File: config.mk
export PLATFORM = sky130hd
export DESIGN_NAME = display_buf_reader
export DESIGN_NICKNAME = d
export VERILOG_FILES = /design/src/rtl/display_pkg.sv /design/src/rtl/pix_fifo.sv /design/src/rtl/display_buf_reader.sv
export SDC_FILE = /design/constraint.sdc
export NUM_CORES = 1
export LEC_CHECK = 0
export CORE_AREA = 2 2 126 67
export CTS_BUF_LIST = sky130_fd_sc_hd__clkbuf_8
export DETAILED_ROUTE_END_ITERATION = 6
export DIE_AREA = 0 0 128 69
export GPL_ROUTABILITY_DRIVEN = 0
export GPL_TIMING_DRIVEN = 0
export PLACE_DENSITY = 0.81
export SLEW_MARGIN = 20
export SYNTH_ARGS = -nofsm -noshare
export SYNTH_HDL_FRONTEND = slang
export SYNTH_SLANG_ARGS = --single-unit
File: constraint.sdc
create_clock -name clk -period 3.8 [get_ports clk]
set_input_delay 1.14 -clock clk [delete_from_list [all_inputs] [get_ports clk]]
set_output_delay 1.14 -clock clk [all_outputs]
set_load 0.02 [all_outputs]
File: src/rtl/display_pkg.sv
// Shared display-path definitions: frame geometry defaults, reader FSM states
// and the RGB332-to-RGB565 pixel expansion.
package display_pkg;

  localparam int X_MAX_DEF = 160;
  localparam int Y_MAX_DEF = 80;
  localparam int BUF_LEN   = X_MAX_DEF * Y_MAX_DEF;

  typedef enum logic [1:0] {
    IDLE  = 2'd0,
    FETCH = 2'd1,
    DRAIN = 2'd2,
    DONE  = 2'd3
  } rd_state_e;

  // Replicate the high bits into the low bits so full-scale maps to full-scale.
  function automatic logic [15:0] rgb332_to_565(input logic [7:0] p);
    logic [2:0] r;
    logic [2:0] g;
    logic [1:0] b;
    r = p[7:5];
    g = p[4:2];
    b = p[1:0];
    return {r, r[2:1], g, g, b, b, b[1]};
  endfunction

endpackage

File: src/rtl/pix_fifo.sv
// Small pixel FIFO (data plus sof/eol sidebands) with a combinational head
// read and an occupancy count used for read-issue credit.
module pix_fifo #(
  parameter int  DEPTH = 4,
  parameter int  W     = 18,
  localparam int PW    = $clog2(DEPTH),
  localparam int CW    = PW + 1
) (
  input  logic          clk,
  input  logic          rst_n,
  input  logic          wr_en_i,
  input  logic [W-1:0]  wr_dat_i,
  input  logic          rd_en_i,
  output logic [W-1:0]  rd_dat_o,
  output logic [CW-1:0] count_o,
  output logic          empty_o
);

  logic [W-1:0]  mem_q [DEPTH];
  logic [PW-1:0] wr_ptr_q;
  logic [PW-1:0] rd_ptr_q;
  logic [CW-1:0] cnt_q;
  logic          full;
  logic          wr_ok;
  logic          rd_ok;

  assign empty_o  = (cnt_q == '0);
  assign full     = (cnt_q == CW'(DEPTH));
  assign rd_ok    = rd_en_i && !empty_o;
  assign wr_ok    = wr_en_i && (!full || rd_ok);
  assign rd_dat_o = mem_q[rd_ptr_q];
  assign count_o  = cnt_q;

  // Storage is cleared too so the head reads as zero straight out of reset.
  always_ff @(posedge clk) begin
    if (!rst_n) begin
      for (int i = 0; i < DEPTH; i++) begin
        mem_q[i] <= '0;
      end
      wr_ptr_q <= '0;
      rd_ptr_q <= '0;
      cnt_q    <= '0;
    end else begin
      if (wr_ok) begin
        mem_q[wr_ptr_q] <= wr_dat_i;
        wr_ptr_q        <= wr_ptr_q + 1'b1;
      end
      if (rd_ok) begin
        rd_ptr_q <= rd_ptr_q + 1'b1;
      end
      cnt_q <= cnt_q + CW'(wr_ok) - CW'(rd_ok);
    end
  end

endmodule

File: src/rtl/display_buf_reader.sv
// Streams one frame from the display buffer to the LCD pixel interface, row-major.
// Define DISPLAY_BUF_READER_RGB565_EN to expand RGB332 pixels to RGB565.
module display_buf_reader
  import display_pkg::*;
#(
  parameter int  X_MAX  = X_MAX_DEF,
  parameter int  Y_MAX  = Y_MAX_DEF,
  parameter int  WIDTH  = 8,
  parameter int  RD_LAT = 2,
  localparam int NPIX   = X_MAX * Y_MAX,
  localparam int ADDR_W = (NPIX > 1) ? $clog2(NPIX) : 1
) (
  input  logic              clk,
  input  logic              rst_n,
  input  logic              start,
  output logic              busy,
  output logic              frame_done,
  output logic [ADDR_W-1:0] addr,
  input  logic [WIDTH-1:0]  dout,
  output logic [15:0]       pix_data,
  output logic              pix_valid,
  input  logic              pix_ready,
  output logic              pix_sof,
  output logic              pix_eol
);

  localparam int XW         = (X_MAX > 1) ? $clog2(X_MAX) : 1;
  localparam int FIFO_DEPTH = 4;
  localparam int CW         = 3;

  rd_state_e         state_q, state_d;
  logic [ADDR_W-1:0] addr_q, addr_d;
  logic [XW-1:0]     x_q, x_d;
  logic [ADDR_W-1:0] hs_cnt_q, hs_cnt_d;
  logic [CW-1:0]     inflight_q, inflight_d;
  logic [RD_LAT-1:0] pipe_vld_q, pipe_sof_q, pipe_eol_q;

  logic [CW-1:0]     fifo_cnt;
  logic              fifo_empty;
  logic [17:0]       fifo_head;
  logic [17:0]       fifo_wdat;
  logic [7:0]        pix8;
  logic [15:0]       pix_conv;

  logic              issue;
  logic              credit_ok;
  logic              at_last_addr;
  logic              at_first_addr;
  logic              at_eol_x;
  logic              cap_vld;
  logic              hs;
  logic              hs_last;

  // Read data already in flight is counted against the FIFO so it always has a slot.
  assign credit_ok     = ({1'b0, fifo_cnt} + {1'b0, inflight_q}) < 4'(FIFO_DEPTH);
  assign at_last_addr  = (addr_q == ADDR_W'(NPIX - 1));
  assign at_first_addr = (addr_q == '0);
  assign at_eol_x      = (x_q == XW'(X_MAX - 1));
  assign cap_vld       = pipe_vld_q[RD_LAT-1];
  assign hs            = pix_valid && pix_ready;
  assign hs_last       = hs && (hs_cnt_q == ADDR_W'(NPIX - 1));

  always_comb begin
    state_d = state_q;
    issue   = 1'b0;
    unique case (state_q)
      // addr sits at 0 while idle, so the first read goes out in the start cycle.
      IDLE: begin
        if (start) begin
          issue   = 1'b1;
          state_d = at_last_addr ? DRAIN : FETCH;
        end
      end
      FETCH: begin
        if (credit_ok) begin
          issue = 1'b1;
          if (at_last_addr) begin
            state_d = DRAIN;
          end
        end
      end
      DRAIN: begin
        if (hs_last) begin
          state_d = DONE;
        end
      end
      DONE: begin
        state_d = IDLE;
      end
      default: begin
        state_d = IDLE;
      end
    endcase
  end

  always_comb begin
    addr_d     = addr_q;
    x_d        = x_q;
    hs_cnt_d   = hs_cnt_q;
    inflight_d = inflight_q + CW'(issue) - CW'(cap_vld);
    if (issue) begin
      addr_d = at_last_addr ? '0 : addr_q + 1'b1;
      x_d    = at_eol_x ? '0 : x_q + 1'b1;
    end
    if (hs) begin
      hs_cnt_d = hs_last ? '0 : hs_cnt_q + 1'b1;
    end
  end

  always_ff @(posedge clk) begin
    if (!rst_n) begin
      state_q    <= IDLE;
      addr_q     <= '0;
      x_q        <= '0;
      hs_cnt_q   <= '0;
      inflight_q <= '0;
      pipe_vld_q <= '0;
      pipe_sof_q <= '0;
      pipe_eol_q <= '0;
    end else begin
      state_q    <= state_d;
      addr_q     <= addr_d;
      x_q        <= x_d;
      hs_cnt_q   <= hs_cnt_d;
      inflight_q <= inflight_d;
      // Stage RD_LAT-1 lines up with the cycle the buffer presents the data.
      pipe_vld_q <= RD_LAT'({pipe_vld_q, issue});
      pipe_sof_q <= RD_LAT'({pipe_sof_q, issue && at_first_addr});
      pipe_eol_q <= RD_LAT'({pipe_eol_q, issue && at_eol_x});
    end
  end

  assign pix8 = 8'(dout);

`ifdef DISPLAY_BUF_READER_RGB565_EN
  assign pix_conv = rgb332_to_565(pix8);
`else
  assign pix_conv = {8'h00, pix8};
`endif

  assign fifo_wdat = {pipe_sof_q[RD_LAT-1], pipe_eol_q[RD_LAT-1], pix_conv};

  pix_fifo #(
    .DEPTH (FIFO_DEPTH),
    .W     (18)
  ) u_fifo (
    .clk      (clk),
    .rst_n    (rst_n),
    .wr_en_i  (cap_vld),
    .wr_dat_i (fifo_wdat),
    .rd_en_i  (hs),
    .rd_dat_o (fifo_head),
    .count_o  (fifo_cnt),
    .empty_o  (fifo_empty)
  );

  assign pix_valid  = !fifo_empty;
  assign pix_data   = fifo_head[15:0];
  assign pix_sof    = pix_valid && fifo_head[17];
  assign pix_eol    = pix_valid && fifo_head[16];
  assign addr       = addr_q;
  assign busy       = (state_q != IDLE);
  assign frame_done = (state_q == DONE);

endmodule

==> flow_summary.ini, run 1 <==
; flow metrics
[status]
outcome = finished clean

[synthesis]
ys_cells = 424
common_cells = nor2_1 (57), dfxtp_1 (56), edfxtp_1 (40)
synthArstFlopShare_pct = 0
top_area_share_pct = 27.08
syn_avg_cell_area_um2 = 10.46
yosys_warnings = 0
synth.cell_area_mm2 = 0.004436
syn_inst = 424
synth_cell_types = 46
ys_ff = 96
ys_area_mm2 = 0.004436

[sta]
timing.final.crit_share_pct = 90.51
setup_tns_ps = 0
layout_setup_ws_ps = 360.5
setup_viol_count_final = 0
post-route-min-period_ps = 3439
slew_headroom_pct = 57.02
hold_violations = 0
rsz0062_at_grt = no

[die]
die_y_um = 69
core-area_mm2 = 0.007712
fp-utilization_pct = 57.51
fp.dieW_um = 128

[drt]
drc = 0
ant_nets = 0
wl_per_cell_um = 16.29

[power]
total_power_mw = 2.804
power_leakage_nw = 1.987
p_per_area_mw_per_mm2 = 542.1

[finish]
flop_area_mm2 = 0.002322
syn2layout_area_growth_pct = 16.61
comb_area_mm2 = 0.001902
drive_gt1_share_pct = 9.221
nFillCells = 598

[setup_path]
critPathMaxFanout = 10
critical_path_required_ps = 4050
crit_buf_inv = 5
worstRegToRegCells = 13
critPathArrivalTime_ps = 3690
critical_path_class = input port to flop
crit_chain = clkdlybuf4s50_1 -> a32o_1 -> inv_2 -> clkbuf_1 -> ha_1 -> inv_1 -> ha_1 -> inv_1 -> fa_1 -> xor2_1 -> xnor2_1 -> nor2_1
critical-path-slowest-cell = clkdlybuf4s50_1
worst_path_dominant_cell_family = buffers and inverters

[grt]
first_global_vias = 3224
antenna_found_initial = 0
gr-total-overflow = 0

[clocking]
cts_setup_buffers = 0
cts_tree = done
cts_max_level = 3

[worst_hold_path]
hold_path_depth = 1

[placement]
place_ws_ps = 26.86
run 1: logic make-up (layout without fill, tap and decap cells):
kind of cell	count (synthesis)	count (layout)	share of synthesized area [%]
AND/OR/NAND/NOR	170	170	18.93
adder cells (fa/ha/maj)	17	17	5.134
XOR/XNOR	29	29	5.726
flip-flops	96	96	52.36
AND-OR/OR-AND	45	45	6.883
multiplexers	12	12	5.529
buffers and inverters	54	111	5.359
other	1	8	0.08455
run 1: layout make-up:
class / count / area share [%]
buffer: 24 / 2.419
clock buffer: 9 / 2.395
clock inverter: 7 / 1.137
inverter: 30 / 2.177
multi-input combinational: 281 / 36.77
sequential: 96 / 44.90
tap: 100 / 2.419
timing repair buffer: 41 / 7.789
run 1: layout by cell type, fill, tap and decap left out, types with 2 or more instances in the layout:
| cell | n |
|---|---|
| clkbuf_1 | 11 |
| inv_1 | 32 |
| nor3_1 | 6 |
| clkdlybuf4s50_1 | 38 |
| nand4_1 | 13 |
| a21oi_1 | 12 |
| conb_1 | 8 |
| o21ai_0 | 10 |
| buf_2 | 4 |
| xor2_1 | 19 |
| and2_1 | 20 |
| edfxtp_1 | 40 |
| o21ai_1 | 4 |
| mux4_2 | 10 |
| nand2b_1 | 3 |
| mux2i_1 | 2 |
| a31oi_1 | 2 |
| ha_1 | 15 |
| nand2_1 | 33 |
| dfxtp_1 | 56 |
| o21a_1 | 2 |
| and3_1 | 6 |
| o211ai_1 | 4 |
| or4_1 | 3 |
| clkbuf_8 | 9 |
| or3_1 | 9 |
| buf_4 | 11 |
| nor2_1 | 57 |
| or4b_1 | 2 |
| fa_1 | 2 |
| nand3_1 | 11 |
| nor4_1 | 3 |
| and4_1 | 2 |
| a21oi_2 | 2 |
| xnor2_1 | 10 |
run 1: power by group:
group          internal [mW]  switching (mW)
clock network          0.295           0.347
logic                  0.392           0.490
registers               1.19          0.0936
total                   1.87           0.932
run 1: final timing paths:
kind                              end  slack (ps)                          from
max          inflight_q[2]$_SDFF_PN0_         360                         start
min          pipe_eol_q[1]$_SDFF_PN0_         440      pipe_eol_q[0]$_SDFF_PN0_
max reg2reg  inflight_q[2]$_SDFF_PN0_         680  u_fifo.count_o[1]$_SDFF_PN0_
min reg2reg  pipe_eol_q[1]$_SDFF_PN0_         440      pipe_eol_q[0]$_SDFF_PN0_
run 1: flip-flops by register name, indices dropped and copies added, names as in the netlist, 3 cells and up, named ones only:
register	count
u_fifo.mem_q	40
addr	14
hs_cnt_q	14
x_q	8
inflight_q	3
u_fifo.count_o	3
run 1: layer usage:
layer | up-vias | GRT usage, % | wire length (um)
met5 | - | 0 | 0
met4 | 0 | 7.570 | 129
met3 | 13 | 6.289 | 695
met2 | 96 | 34.76 | 4317
met1 | 1524 | 33.30 | 4439
li1 | 1574 | - | -
run 1: stage by stage:
stage	area, um^2	util, %
final	5172	67.07
after global routing	5172	67.07
after CTS	5172	67.07
after detailed placement	4990	64.70
after global placement	4967	64.41
after floorplan	4462	-
### Routing congestion, run 1

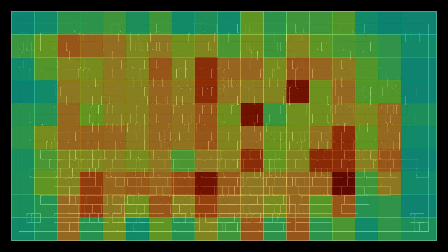
busiest grt layer: met2
overall routing resource usage: 23.31%
Util after Layout: 67.07%

### Metal 1, run 1

The bar under the picture is 50 um long. Supply wires on this layer in gray. Cells faint in the background.
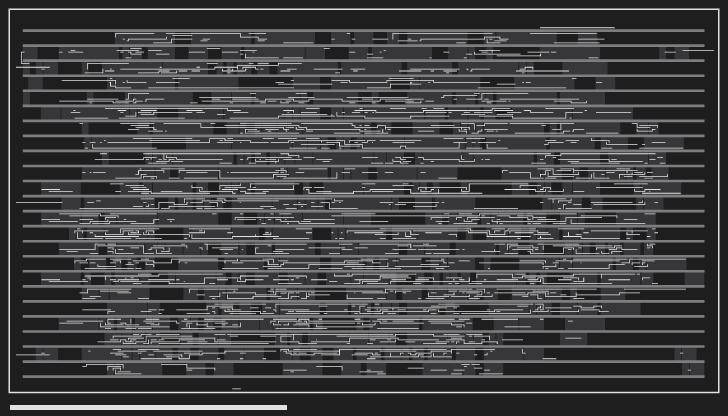
wire length on this layer	4,440 um
nets with wire on the layer	480
share of all routed wire	46%
met1 Use GR: 33.30%
routed wire length: 9581 um

### Met2 routing, run 1

The bar under the picture is 50 um long. Cells faint in the background.
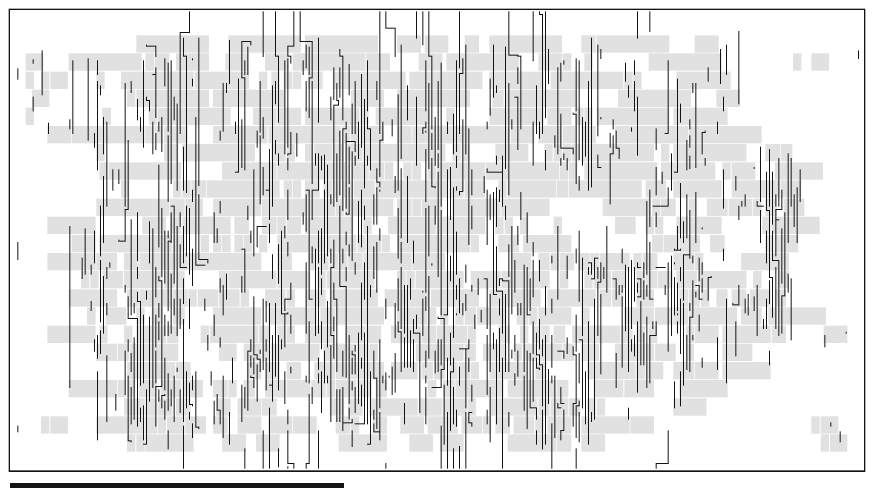
wire length on this layer	4,320 um
main direction	vertical
share of all routed wire	45%
longest straight run	29.6 um
nets with wire on the layer	424
vias: 3,207
met2 Track Usage GR: 34.76%

### Drive-strength map, run 1

The bar under the picture is 50 um long.
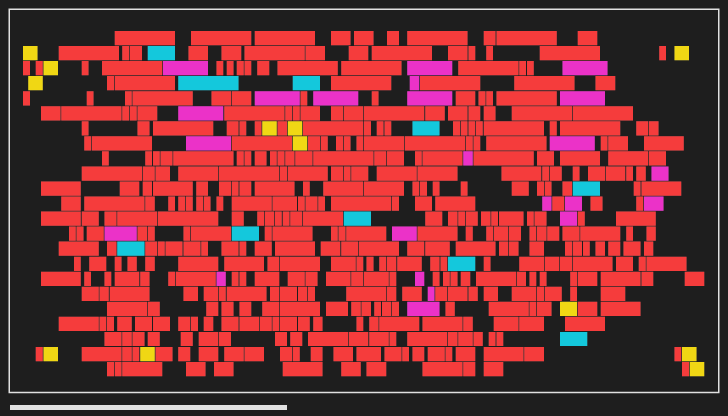

--- run 2 (diff from run 1) ---
- ABC_CLOCK_PERIOD_IN_PS: default -> 3800
- PLACE_DENSITY: 0.81 -> default
- PLACE_DENSITY_LB_ADDON: default -> 0.08
### Drive-strength map, run 2

The bar under the picture is 50 um long.
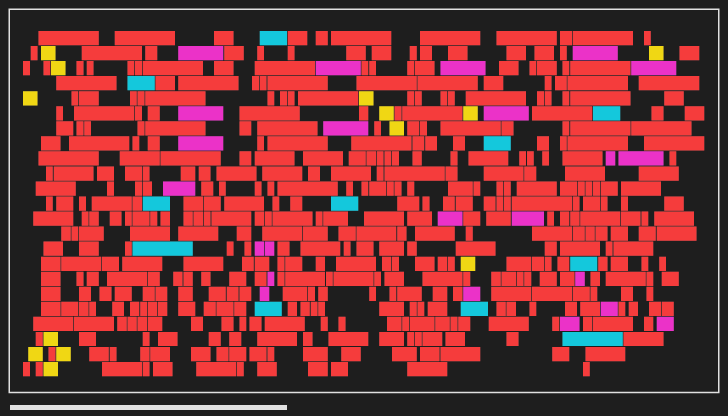
size	color	cells
x1 and smaller	red	441
x6 and larger	cyan	11
x2	magenta	23
x3 and x4	yellow	13

==> run 2 against run 1 <==
Sequential share of layout area fell by 0.25 points. Combinational power is 1% lower. Non-clock buffer count unchanged. Cell count did not move. Worst setup slack got worse by 34 ps. Maximum frequency decreased by 0.97%. Clock power grew 12%. Clock skew down 7.3 ps. Worst hold slack improved by 6.7 ps. Total power up 2.2%. Global-route usage decreased by 0.44 points. Count of clock-buffer cells in the layout is the same. Largest power group unchanged.
==> flow_summary.ini, run 2 <==
; flow metrics
[setup_path]
critPathMaxFanout = 10
crit_buf_inv = 2
r2r_setup_slack_ps = 770
critical_path_class = flop to primary output
crit_chain = buf_1 -> mux4_2 -> and2_1 -> clkdlybuf4s50_1
r2r_start = u_fifo.count_o[1]$_SDFF_PN0_
worst_path_dominant_cell_family = buffers and inverters
critical-path-slowest-cell = clkdlybuf4s50_1
critPathArrivalTime_ps = 2330
critical_path_required_ps = 2660

[die]
fp-utilization_pct = 57.51
fp.dieW_um = 128
die_y_um = 69

[sta]
post-route-min-period_ps = 3473
hold_violations = 0
slew_headroom_pct = 56.11
layout_setup_ws_ps = 327.0
setup_viol_count_final = 0
rsz0062_at_grt = no
setup_tns_ps = 0
timing.final.crit_share_pct = 91.40

[synthesis]
common_cells = nor2_1 (57), dfxtp_1 (56), edfxtp_1 (40)
ys_area_mm2 = 0.004436
synthArstFlopShare_pct = 0
ys_ff = 96
synth_cell_types = 46
yosys_warnings = 0
syn_inst = 424

[drt]
drc = 0
wl_um = 9443
num_vias = 3238
wl_per_cell_um = 16.06
ant_nets = 0

[placement]
place_ws_ps = 32.22
place_area_mm2 = 0.004990

[clocking]
cts_tree = done
cts_setup_buffers = 0
cts_max_level = 3

[finish]
drive_gt1_share_pct = 9.631
fin_area_mm2 = 0.005201
lay_top_cells = nor2_1 (57), dfxtp_1 (56), edfxtp_1 (40)
final_common_cell = nor2_1
nFillCells = 635
top_register = u_fifo.mem_q
final_core_util_pct = 67.44
syn2layout_area_growth_pct = 17.26
largest_register_ffs = 40

[status]
outcome = finished clean

[power]
power_leakage_nw = 1.986

[worst_hold_path]
min_from = pipe_eol_q[0]$_SDFF_PN0_

[grt]
antenna_found_initial = 0
first_global_vias = 3146
grt_usage_pct = 22.87

[flow_run]
max_cap_viol_count = 0
[run 2: layout make-up]
| cell class | instances | area (um^2) | share of cell area, % |
|---|---|---|---|
| buffer | 24 | 125.1 | 2.406 |
| clock buffer | 9 | 123.9 | 2.382 |
| clock inverter | 7 | 87.58 | 1.684 |
| inverter | 30 | 112.6 | 2.165 |
| multi-input combinational | 281 | 1902 | 36.56 |
| sequential | 96 | 2322 | 44.65 |
| tap | 100 | 125.1 | 2.406 |
| timing repair buffer | 41 | 402.9 | 7.746 |
[run 2: cell families (layout without fill, tap and decap cells)]
family,after synthesis,in the layout,share of synthesized area [%]
AOI/OAI and AO/OA,45,45,6.883
other,1,8,0.08455
xor gates and xnor gates,29,29,5.726
adders and majority gates,17,17,5.134
DFF,96,96,52.36
and+or+nand+nor,170,170,18.93
muxes,12,12,5.529
buffers and inverters,54,111,5.359
[run 2: per-layer routing]
metal	up-vias	global-route usage [%]	part of all wire, %
li1	1572	-	-
met5	-	0	0
met3	18	6.366	6.1
met1	1546	34.39	51
met4	0	6.227	1.4
met2	102	32.50	42
[run 2: worst register-to-register path: cells and delay by family, from the launching register on]
kind                     cells  cell delay (ps)
adder cells (fa/ha/maj)      4             1130
XOR/XNOR                     2              310
flip-flops                   1              400
AND-OR/OR-AND                1              310
AND/OR/NAND/NOR              2              140
buffers and inverters        4              630
[run 2: path summary, 6_finish.rpt]
path	cells after the start	to
setup / recovery	4	pix_eol
hold reg to reg	1	pipe_eol_q[1]$_SDFF_PN0_
hold / removal	1	pipe_eol_q[1]$_SDFF_PN0_
setup reg to reg	13	inflight_q[2]$_SDFF_PN0_
[run 2: where the power goes]
group	switching [mW]	leakage, nW	internal [mW]
logic	0.482	1.01	0.390
registers	0.0909	0.868	1.19
clock network	0.355	0.104	0.365
No activity file was given, so power comes from the tool's default toggle rates.
